<file path="src/rtl/instr_trace_pkg.sv">
// rtl/instr_trace_pkg.sv - Brainfuck ASCII op constants and op-strobe encoder helper
// Contents:
//   CHAR_*           ASCII codes for the eight ops
//   ERR_CHAR         byte emitted for illegal strobe combinations
//   NOP_CHAR_DEFAULT default byte for nop cycles (INSTR_TRACE_NOP_EN builds)
//   encode_op()      one-hot strobe vector -> ASCII
//                    bit order: {loop_end, loop_start, in_d, out_d, dec_d, inc_d, dec_dp, inc_dp}
package instr_trace_pkg;

    localparam logic [7:0] CHAR_INC_DP     = 8'h3E;
    localparam logic [7:0] CHAR_DEC_DP     = 8'h3C;
    localparam logic [7:0] CHAR_INC_D      = 8'h2B;
    localparam logic [7:0] CHAR_DEC_D      = 8'h2D;
    localparam logic [7:0] CHAR_OUT_D      = 8'h2E;
    localparam logic [7:0] CHAR_IN_D       = 8'h2C;
    localparam logic [7:0] CHAR_LOOP_START = 8'h5B;
    localparam logic [7:0] CHAR_LOOP_END   = 8'h5D;
    localparam logic [7:0] ERR_CHAR        = 8'h3F;
    localparam logic [7:0] NOP_CHAR_DEFAULT = 8'h20;

    // Any vector that is not exactly one-hot maps to ERR_CHAR.
    function automatic logic [7:0] encode_op(input logic [7:0] strobes);
        logic [7:0] ch;
        case (strobes)
            8'b0000_0001: ch = CHAR_INC_DP;
            8'b0000_0010: ch = CHAR_DEC_DP;
            8'b0000_0100: ch = CHAR_INC_D;
            8'b0000_1000: ch = CHAR_DEC_D;
            8'b0001_0000: ch = CHAR_OUT_D;
            8'b0010_0000: ch = CHAR_IN_D;
            8'b0100_0000: ch = CHAR_LOOP_START;
            8'b1000_0000: ch = CHAR_LOOP_END;
            default:      ch = ERR_CHAR;
        endcase
        return ch;
    endfunction

endpackage

</file>
<file path="src/rtl/instr_trace_fifo.sv">
// rtl/instr_trace_fifo.sv - DEPTH-entry synchronous byte FIFO
// Ports:
//   clk, rst_n          clock, asynchronous active-low reset
//   push, push_data     write request; accepted when not full or popping this cycle
//   pop                 read request; accepted when not empty
//   full, empty, level  occupancy status (registered count)
//   head                oldest entry, 0x00 while empty
module instr_trace_fifo #(
    parameter  int DEPTH = 8,
    localparam int AW    = $clog2(DEPTH),
    localparam int LW    = AW + 1
) (
    input  logic          clk,
    input  logic          rst_n,
    input  logic          push,
    input  logic [7:0]    push_data,
    input  logic          pop,
    output logic          full,
    output logic          empty,
    output logic [LW-1:0] level,
    output logic [7:0]    head
);

    logic [7:0]    mem [DEPTH];
    logic [AW-1:0] wr_ptr;
    logic [AW-1:0] rd_ptr;
    logic [LW-1:0] count;
    logic          wr_en;
    logic          rd_en;

    assign full  = (count == LW'(DEPTH));
    assign empty = (count == '0);
    assign level = count;

    assign rd_en = pop && !empty;
    // A full FIFO still takes a write when the head leaves in the same cycle.
    assign wr_en = push && (!full || rd_en);

    // Masking with empty keeps head at 0x00 after reset without clearing storage.
    assign head = empty ? 8'h00 : mem[rd_ptr];

    always_ff @(posedge clk) begin
        if (wr_en) begin
            mem[wr_ptr] <= push_data;
        end
    end

    // DEPTH is a power of two, so pointers wrap naturally.
    always_ff @(posedge clk or negedge rst_n) begin
        if (!rst_n) begin
            wr_ptr <= '0;
            rd_ptr <= '0;
            count  <= '0;
        end else begin
            if (wr_en) wr_ptr <= wr_ptr + AW'(1);
            if (rd_en) rd_ptr <= rd_ptr + AW'(1);
            case ({wr_en, rd_en})
                2'b10:   count <= count + LW'(1);
                2'b01:   count <= count - LW'(1);
                default: count <= count;
            endcase
        end
    end

endmodule

</file>
<file path="src/rtl/instr_trace_encoder.sv">
// rtl/instr_trace_encoder.sv - Brainfuck decode strobes to ASCII trace byte stream
// Optional feature macro: INSTR_TRACE_NOP_EN (valid nop cycles push NOP_CHAR)
// Ports:
//   clk, rst_n                       clock, asynchronous active-low reset
//   in_valid                         one executed instruction this cycle
//   inc_dp .. loop_end, nop          one-hot op strobes / no-op flag
//   out_valid, out_ready, out_byte   byte stream to the consumer
//   level                            FIFO occupancy 0..DEPTH
//   overflow, illegal, clr_flags     sticky error flags and their clear
module instr_trace_encoder
    import instr_trace_pkg::*;
#(
    parameter int         DEPTH    = 8,
    parameter logic [7:0] NOP_CHAR = NOP_CHAR_DEFAULT,
    localparam int        LW       = $clog2(DEPTH) + 1
) (
    input  logic          clk,
    input  logic          rst_n,
    input  logic          in_valid,
    input  logic          inc_dp,
    input  logic          dec_dp,
    input  logic          inc_d,
    input  logic          dec_d,
    input  logic          out_d,
    input  logic          in_d,
    input  logic          loop_start,
    input  logic          loop_end,
    input  logic          nop,
    output logic          out_valid,
    input  logic          out_ready,
    output logic [7:0]    out_byte,
    output logic [LW-1:0] level,
    output logic          overflow,
    output logic          illegal,
    input  logic          clr_flags
);

    logic [7:0] strobes;
    logic       one_hot;
    logic       push;
    logic [7:0] push_data;
    logic       illegal_evt;
    logic       overflow_evt;
    logic       pop;
    logic       full;
    logic       empty;

    assign strobes = {loop_end, loop_start, in_d, out_d, dec_d, inc_d, dec_dp, inc_dp};
    // Clearing the lowest set bit leaves zero only for a single-bit vector.
    assign one_hot = (strobes & (strobes - 8'd1)) == 8'd0;

    always_comb begin
        push        = 1'b0;
        push_data   = ERR_CHAR;
        illegal_evt = 1'b0;
        if (in_valid) begin
            if (strobes == 8'd0) begin
                // No strobe at all is a nop, whether or not nop is raised.
                push_data = NOP_CHAR;
`ifdef INSTR_TRACE_NOP_EN
                push      = 1'b1;
`endif
            end else if (nop || !one_hot) begin
                push        = 1'b1;
                push_data   = ERR_CHAR;
                illegal_evt = 1'b1;
            end else begin
                push      = 1'b1;
                push_data = encode_op(strobes);
            end
        end
    end

    assign out_valid    = !empty;
    assign pop          = out_valid && out_ready;
    assign overflow_evt = push && full && !pop;

    instr_trace_fifo #(
        .DEPTH (DEPTH)
    ) u_fifo (
        .clk       (clk),
        .rst_n     (rst_n),
        .push      (push),
        .push_data (push_data),
        .pop       (pop),
        .full      (full),
        .empty     (empty),
        .level     (level),
        .head      (out_byte)
    );

    // A new event wins over a clear arriving in the same cycle.
    always_ff @(posedge clk or negedge rst_n) begin
        if (!rst_n) begin
            overflow <= 1'b0;
            illegal  <= 1'b0;
        end else begin
            if (overflow_evt)   overflow <= 1'b1;
            else if (clr_flags) overflow <= 1'b0;
            if (illegal_evt)    illegal  <= 1'b1;
            else if (clr_flags) illegal  <= 1'b0;
        end
    end

endmodule

</file>
<file path="config.mk">
export PLATFORM = sky130hd
export DESIGN_NAME = instr_trace_encoder
export DESIGN_NICKNAME = d
export VERILOG_FILES = /design/src/rtl/instr_trace_pkg.sv /design/src/rtl/instr_trace_fifo.sv /design/src/rtl/instr_trace_encoder.sv
export SDC_FILE = /design/constraint.sdc
export NUM_CORES = 1
export LEC_CHECK = 0
export ABC_AREA = 1
export CORE_ASPECT_RATIO = 0.9
export CORE_UTILIZATION = 40
export CTS_BUF_LIST = sky130_fd_sc_hd__clkbuf_4
export DETAILED_ROUTE_END_ITERATION = 8
export PLACE_DENSITY = 0.6
export REMOVE_ABC_BUFFERS = 1
export SLEW_MARGIN = 25
export SYNTH_ARGS = -nofsm -noshare
export SYNTH_HDL_FRONTEND = slang
export SYNTH_SLANG_ARGS = --single-unit
</file>
<file path="constraint.sdc">
create_clock -name clk -period 2.1 [get_ports clk]
set_clock_uncertainty 0.05 [all_clocks]
set_input_delay 0.42 -clock clk [delete_from_list [all_inputs] [get_ports clk]]
set_output_delay 0.42 -clock clk [all_outputs]
set_load 0.005 [all_outputs]
</file>
Fig. 1: run 1, routing congestion map
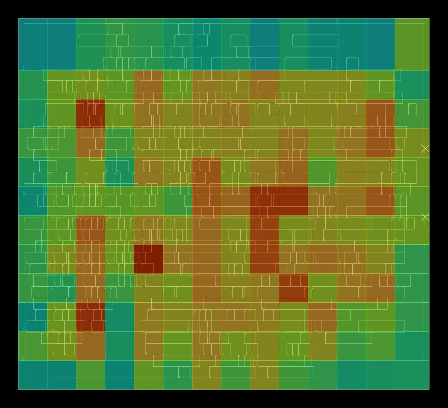
grt peak-use layer: met2
utilization after layout: 0.581
GRT met1 Usage: 0.270
met3 Use GR: 0.0355
drt wl/cell: 13.9 um

Fig. 2: run 1, placed cells, one colour a class
(4 px per um) Fill, decap, tap and diode cells in grey.
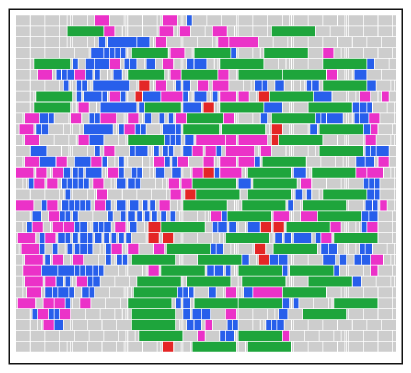
[flip-flops] green | cells: 68
[clock drivers and dummy loads] red | cells: 16
[other buffers and delay cells] magenta | cells: 120
[all other logic] blue | cells: 262

Fig. 3: run 1, power grid
(4 px per um) Pins as bars on the die edge.
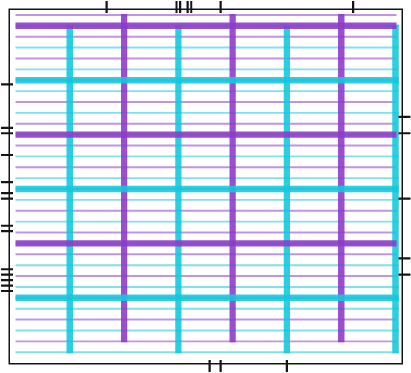
[VSS] cyan
[VDD] purple
signal pins: 29
rows: 31
met5 straps: 6
met1 rails: 32
met4 straps: 7

[run 1: logic make-up after synthesis]
kind of cell | synth area share
flops | 0.599
buf+inv | 0.0454
xor+xnor | 0.0132
compound gates | 0.0957
simple gates | 0.224
fa+ha+maj | 0.0212
other cells | 0.00113
[run 1: per-stage QoR]
| step | setup TNS, ns | utilization |
|---|---|---|
| floorplan | -0.0647 | - |
| global placement | -29.26 | 0.529 |
| detailed placement | -31.49 | 0.529 |
| CTS | -0.279 | 0.571 |
| global route | -0.937 | 0.581 |
| finish | -0.0808 | 0.581 |
[run 1: flip-flops by register name (all words and copies together), names as in the netlist]
name           count
u_fifo.mem        56
u_fifo.level       4
u_fifo.rd_ptr      3
u_fifo.wr_ptr      3
illegal            1
overflow           1
==> results.toml, run 1 <==
# synthesis and place-and-route metrics
[run_status]
outcome = "finished, violations left"
violations = "DRC, setup timing"

[layout]
buffer_area_frac = 0.227
ff_count = 68
lay_top_cells = "buf_4 (78), nor2_1 (69), edfxtp_1 (56)"

[critical_path]
slowest_stage = "dfrtp_1"
crit_path_cell_trace = "buf_6 > buf_8 > o21ai_2 > o22ai_1 > o21ai_1 > a31oi_1 > buf_2"
start_kind = "flip-flop"
worstPathMaxFanout = 7

[clock_tree]
clk_pin_slew_ns = 0.11
cts_buffers = 9
cts_resized = 76

[final_timing]
maxSlewViolCount = 0
finalWorstSetupSlack_ns = -0.0217
finalCriticalPeriod_ns = 2.12
setup_violations = 6

[route]
routed_via_density = 4.87
antenna_left = 0
drc = 4

[grt]
grt_pass1_vias = 2640

[yosys]
synthDistinctLibCells = 31
ys_cells = 341
netlist_instances = 341
ys_seq_share = 0.599

[power_and_ir_drop]
ir_drop_v = 0.000446
total_power_w = 0.00518
p_comb_frac = 0.522
--- run 2 (diff from run 1) ---
--- a/config.mk
+++ b/config.mk
@@ -6,6 +6,7 @@
 export NUM_CORES = 1
 export LEC_CHECK = 0
 export ABC_AREA = 1
+export ABC_CLOCK_PERIOD_IN_PS = 2100
 export CORE_ASPECT_RATIO = 0.9
 export CORE_UTILIZATION = 40
 export CTS_BUF_LIST = sky130_fd_sc_hd__clkbuf_4
Fig. 4: run 2, placed cells, one colour a class
(4 px per um) Fill, decap, tap and diode cells in grey.
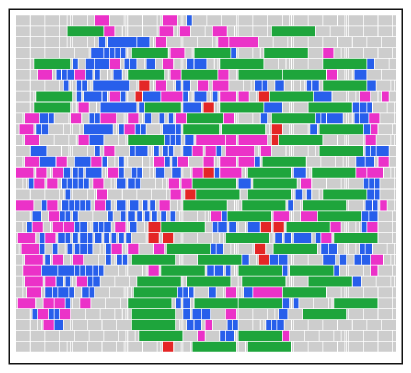
[other buffers and delay cells] magenta | cells: 120
[all other logic] blue | cells: 262
[flip-flops] green | cells: 68
[clock drivers and dummy loads] red | cells: 16

==> results.toml, run 2 <==
# synthesis and place-and-route metrics
[power_and_ir_drop]
power_frac_seq = 0.338
total_power_w = 0.00518
ir_drop_v = 0.000446
switchingPower_w = 0.00183
p_comb_frac = 0.522

[grt]
grtUsageMet1 = 0.270
grt_use_total = 0.195
grt_pass1_vias = 2640
grt_pass1_wl_um = 12800
met3_usage = 0.0355
top_usage_layer = "met2"

[final_timing]
tns_ns = -0.0808
whs_ns = 0.348
maxSlewViolCount = 0
finalHoldViolCount = 0
period_used_share = 1.01
setup_violations = 6
finalCriticalPeriod_ns = 2.12
finalWorstSetupSlack_ns = -0.0217

[layout]
lay_top_cells = "buf_4 (78), nor2_1 (69), edfxtp_1 (56)"
fin_util = 0.581
largest_reg_flops = 56
regMostFlops = "u_fifo.mem"
area_delta_synth_final_pct = 41.0
stdcell_area_mm2 = 0.00467
layout.cells.most_common = "buf_4"

[clock_tree]
cts_buffers = 9
clk_pin_slew_ns = 0.11

[route]
wire_per_inst_um = 13.9
drt-initial-drc-count = 114
drc = 4
routed_via_density = 4.87
antenna_left = 0

[yosys]
ys_sh_adder = 0.0212
ys_sh_mux = 0
netlist_instances = 341
ys_seq_share = 0.599
synthDistinctLibCells = 31
aoi_share = 0.0957
ys_cells = 341
simple_gate_area_frac = 0.224
synth_top_cell_by_count = "nor2_1"
ys_sh_xor = 0.0132
top_logic_kind = "simple AND/OR/NAND/NOR gates"

[run_status]
outcome = "finished, violations left"
violations = "DRC, setup timing"

[die]
chipArea_mm2 = 0.00864

[critical_path]
rr_endpoint = "u_fifo.level[3]"
start_kind = "flip-flop"
worstPathMaxFanout = 7
run 2: worst max-delay path: stages, from the launching register on:
cell and delay, ns:
dfrtp_1 0.41, buf_6 0.13, buf_8 0.13, o21ai_2 0.06
o22ai_1 0.19, o21ai_1 0.09, a31oi_1 0.13, buf_2 0.13
run 2: layout make-up:
type	count	area, um2
Multi-Input combinational cell	235	1280
Timing Repair Buffer	120	1060
Sequential cell	68	1980
Clock buffer	12	90.1
Fill cell	685	3360
Inverter	27	101
Tap cell	99	124
Clock inverter	4	26.3
run 2: repair_timing:
| action | CTS | global route |
|---|---|---|
| endpoints found under the hold margin | 0 | 0 |
| buffers inserted | 16 | 4 |
| gates resized | 76 | 30 |
| endpoints found under the setup margin | 9 | 50 |
| cloned | 2 | 0 |
| pin swaps | 21 | 21 |
